Fig. 1: run 1, sequential cells grouped by signal name
Drawn at 2 px/µm.
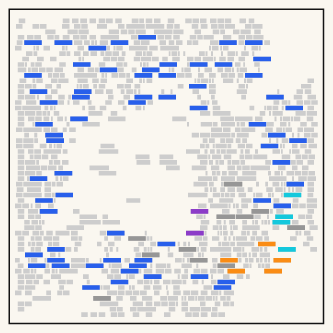
Fig. 2: run 1, logic cells by family
Drawn at 2 px/µm.
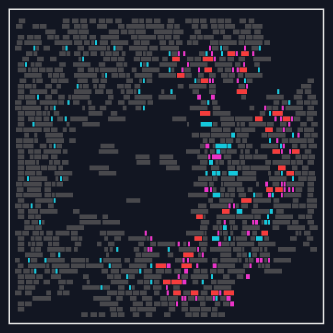
Fig. 3: run 1, close-up of the layout
Window x 66 to 91, y 34 to 59 µm. Cells in gray, sequential cells in the stronger gray; small squares are vias.
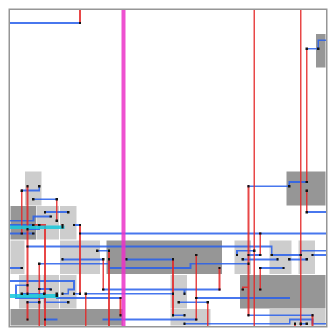
Fig. 4: run 1, congestion heat map
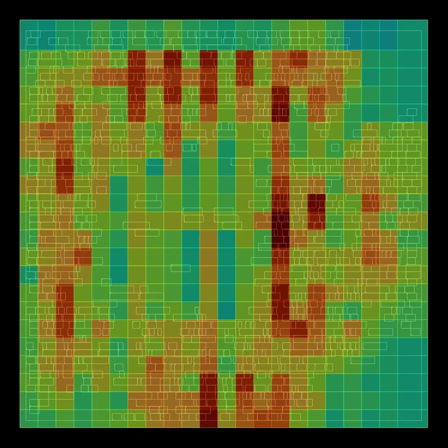
==> config.mk <==
export PLATFORM = sky130hd
export DESIGN_NAME = uart_tx_scheduler
export DESIGN_NICKNAME = d
export VERILOG_FILES = /design/src/rtl/uart_tx_scheduler.sv
export SDC_FILE = /design/constraint.sdc
export NUM_CORES = 1
export LEC_CHECK = 0
export ABC_CLOCK_PERIOD_IN_PS = 1900
export CAP_MARGIN = 25
export CELL_PAD_IN_SITES_DETAIL_PLACEMENT = 0
export CELL_PAD_IN_SITES_GLOBAL_PLACEMENT = 1
export CORE_MARGIN = 2
export CORE_UTILIZATION = 23
export DETAILED_ROUTE_END_ITERATION = 7
export PLACE_DENSITY = 0.77
export SLEW_MARGIN = 10
export SYNTH_ARGS = -nofsm -noshare
export SYNTH_HDL_FRONTEND = slang
export SYNTH_SLANG_ARGS = --single-unit
==> constraint.sdc <==
create_clock -name clk -period 1.9 [get_ports clk]
set_input_delay 0.57 -clock clk [delete_from_list [all_inputs] [get_ports clk]]
set_output_delay 0.57 -clock clk [all_outputs]
set_load 0.02 [all_outputs]
==> summary.txt <==
Flow results.

- The first global-routing pass estimated 38000 µm of wire.
- The flow ran to the end, but the final reports show violations.
- The instance count along the most critical hold path is 2.
- The report lists the cells along the critical path as nor2b_4 -> o21a_4 -> nor3_4 -> buf_6 -> buf_6 -> mux2_4 -> a221o_1.
- The wire length recorded after detailed routing is 26600 µm.
- For the worst flop-to-flop path, the logic depth is 7.
- The number of vias after detailed routing is 6601.
- The path length in cells of the critical path is 7.
- The worst-case clock skew is 10.2 ps.
- The cell type contributing the most total cell area after synthesis is sky130_fd_sc_hd__dfrtp_1.
- The die width is 156 µm.
- Subtracting the final worst setup slack from the clock period gives 2010 ps.
- The register with the most flip-flops in the layout has 64 of them.
- A synthesized cell averages 8.76 µm².
- The number of rows created at floorplan is 55.
- The final timing report counts setup violations totalling 56.
- For this design the top-level I/O count stands at 340.
- In the post-synthesis netlist, the biggest area contributors are sky130_fd_sc_hd__dfrtp_1 (39%), sky130_fd_sc_hd__a221oi_1 (10%), sky130_fd_sc_hd__o311a_1 (6.7%).
- The half-perimeter wire length after detailed placement is 18200 µm.
- The count of nets left with antenna violations once routing finished came out at 0.
- After layout, the worst setup slack is -110 ps.
- The leakage power is 4.82 nW.
- The number of inserted diodes is 0.
- The net count after synthesis is 881.
- Leaving out fill and tap cells, the most frequent cells in the layout are sky130_fd_sc_hd__clkdlybuf4s50_1 (267), sky130_fd_sc_hd__dfrtp_1 (84), sky130_fd_sc_hd__nor2_1 (69).
- Dividing the detail-routed via count by the number of cells gives 5.11.
- According to the hold report, the worst path is of the flop to flop type.
- The residual overflow from global routing is 0.
- Counting the warning lines in the Yosys log gives 0.
- For this design the ratio of total power to cell area is 1440 nW/µm².
- The reg2reg setup slack is -110 ps.
- The vertical extent of the die is 156 µm.
- The area of the synthesized netlist per yosys stat is 5340 µm².
- The floorplan step defined a core boundary enclosing 22700 µm².
- The worst path required time is 2140 ps.
- The dominant delay contributor by cell family on the critical path is flip-flops.
- Post-synth the commonest register cell is sky130_fd_sc_hd__dfrtp_1.
- The synthesis-to-layout area growth is 112%.
- Once placement finished, the instance area stood at 9550 µm².
- The fill cell total of the finished layout is 2078.
- Per STA, the library cell used most along the worst path is sky130_fd_sc_hd__buf_6.
- The critical path contains buffers and inverters numbering 2 combined.
- TritonCTS built the clock tree.
- The reported max-cap violation count is 0.
- Setup repair after global routing could not meet its margin everywhere.
- By area, the combinational part of the netlist is dominated by AND-OR/OR-AND gates.
- The timing report gives the clock slew at the launch and capture registers of the worst setup and hold paths as 70 ps.
- Summed over its instances, the top area cell type makes up 39.3% of the synthesized netlist area.
- The post-route netlist has 28.0% of its cells at a drive strength greater than 1.
- CTS added clock buffers totalling 9.
- Among all stages on the critical path, the largest delay is contributed by sky130_fd_sc_hd__dfstp_2.
- The cell total after placement is 1241.
- The maximum number of pins on one net before global-route repair is 48.
- The worst setup path is launched from a flop.
- The logs give a warning total of 32.
- Synthesis produced a netlist whose cell count is 610.
- Summing all multiplexer cells gives an area fraction of 7.09%.
- Of the total synthesized cell area, the portion taken by AND, OR, NAND and NOR gates is 13.5%.
- The proportion of register bits with asynchronous set or reset after synthesis is 100%.
- The analysis reports a worst IR drop on VDD of 0.728 mV.
- The average wire per standard cell is 20.6 µm.
- The total number of clock tree sinks is 86.
- The checks that failed: setup timing.
- The final tally of hold violations is 0.
- Per the slew report, the remaining headroom to the max-slew limit stands at 71.8%.
- For this design, Yosys synthesis ends with a cell count of 610.
- The maximum count of clock buffers along a single path is 2.
- The total die area is 24500 µm².
- At the worst endpoint, the arrival time is 2250 ps.
- For this run, design rule violations remaining after detail routing come to 0.
- The worst setup path is captured at a flop.
- The area fraction in full adders, half adders and majority gates is 1.40%.
- Of all nets on the critical path, the largest fanout is 4.
- Counting distinct cell types in the post-synthesis netlist gives 41.
- According to the report, the first pass of detailed routing completed in 4 iterations.
- The via count of the first global-routing pass is 6634.
- The post-synth design cell area is 5340 µm².
- Per the placement log, port buffering inserted 339 buffers.
- The number of flops mapped to enable cells by yosys is 0.
- Routability-driven placement finished with a final weighted congestion of 0.804.
- Per the layout area report, the combinational gate area comes to 3700 µm².
- The root buffer cell chosen for the clock tree is sky130_fd_sc_hd__clkbuf_16.
- The post-synthesis compound-gate area fraction is 31.4%.
About Fig. 1:
- orange: cnt_q (flops 5; where lower right)
- blue: uart_char_array_o (flops 64; where spread over the die)
- purple: state_q (flops 2)
- cyan: ack_o (flops 4)
- not colored: 11
area taken by flip-flops and latches: 2150 µm²
Seq group: 3.21 mW

About Fig. 2:
- red: multiplexers (cells 34; most used mux2_2)
- cyan: NOR gates (cells 85; most used nor2_1; where spread over the die)
- magenta: NAND gates (cells 84; most used nand2_1)
highest-count logic cell in the final layout: sky130_fd_sc_hd__clkdlybuf4s50_1
count of placed standard cells in the final layout, fillers left out: 1292

About Fig. 3:
- blue: met1
- magenta: met4
- red: met2
- cyan: met3
- most frequent: nand2_1 (6), dfrtp_1 (3), o21ai_1 (2)
- sequential cells in the window: 3
- cells with their middle in the window: 16

About Fig. 4:
combined global-route utilization of all metal layers: 20.4%
layer carrying the most global-route usage: met2
met3 Usage GRT: 5.32%
met1 track demand over resource in global routing: 23.7%

## run 1: cell usage after synthesis, drive strengths merged (2+ instances only)
cell type	count
a21o	3
a21oi	68
a221oi	63
a31oi	35
and3	2
buf	22
clkbuf	42
dfrtp	84
dfstp	2
ha	6
inv	11
mux2	31
mux2i	3
nand2	74
nand2b	3
nand3	7
nor2	75
nor2b	5
nor3	5
o211a	2
o21ai	19
o311a	36
## run 1: final cells by class
cell class | instances | share of cell area, %
timing repair buffer | 445 | 41.9
multi-input combinational | 449 | 32.7
sequential | 86 | 19.0
tap | 285 | 3.15
clock buffer | 9 | 1.99
clock inverter | 7 | 0.906
inverter | 11 | 0.365
## run 1: metrics by stage
| step | TNS, ps | hold WS (ps) | setup WS [ps] | power [mW] |
|---|---|---|---|---|
| after floorplan | -3300 | 274 | -194 | 7.93 |
| after detailed placement | -48350 | 379 | -777 | 12.2 |
| after global placement | -46190 | 380 | -756 | 12.1 |
| after global routing | -8960 | 501 | -212 | 17.3 |
| after CTS | -3180 | 485 | -104 | 15.4 |
| final | -3670 | 480 | -110 | 16.3 |
## run 1: worst register-to-register path, cell delays in order (launching register included)
cell	delay [ps]
sky130_fd_sc_hd__dfstp_2	610
sky130_fd_sc_hd__nor2b_4	70
sky130_fd_sc_hd__o21a_4	220
sky130_fd_sc_hd__nor3_4	190
sky130_fd_sc_hd__buf_6	150
sky130_fd_sc_hd__buf_6	90
sky130_fd_sc_hd__mux2_4	280
sky130_fd_sc_hd__a221o_1	290
## run 1: metal layers
layer	vias to the layer above	GRT usage (%)	part of all wire, %
li1	3110	-	-
met1	3173	23.7	39
met2	277	35.6	50
met3	41	5.32	7.1
met4	0	8.87	3.1
met5	-	0	0
## run 1: cells by family (layout without fill, tap and decap cells)
group,after synthesis,count (layout)
muxes,34,34
DFF,86,86
and+or+nand+nor,175,175
adders and majority gates,6,6
buffers and inverters,75,472
AOI/OAI and AO/OA,234,234
## run 1: where the power goes
part	total [mW]	internal (mW)	switching (mW)
logic	11.1	5.39	5.68
clock network	2.02	1.17	0.846
registers	3.21	2.71	0.493
## run 1: timing repair
item,4_1_cts,5_1_grt
gates cloned,10,5
setup buffers,15,6
hold buffers,1,0
setup endpoints to repair,120,92
resized,153,118
pin swaps,63,20
endpoints found under the hold margin,1,0
No activity file was given, so power comes from the tool's default toggle rates.
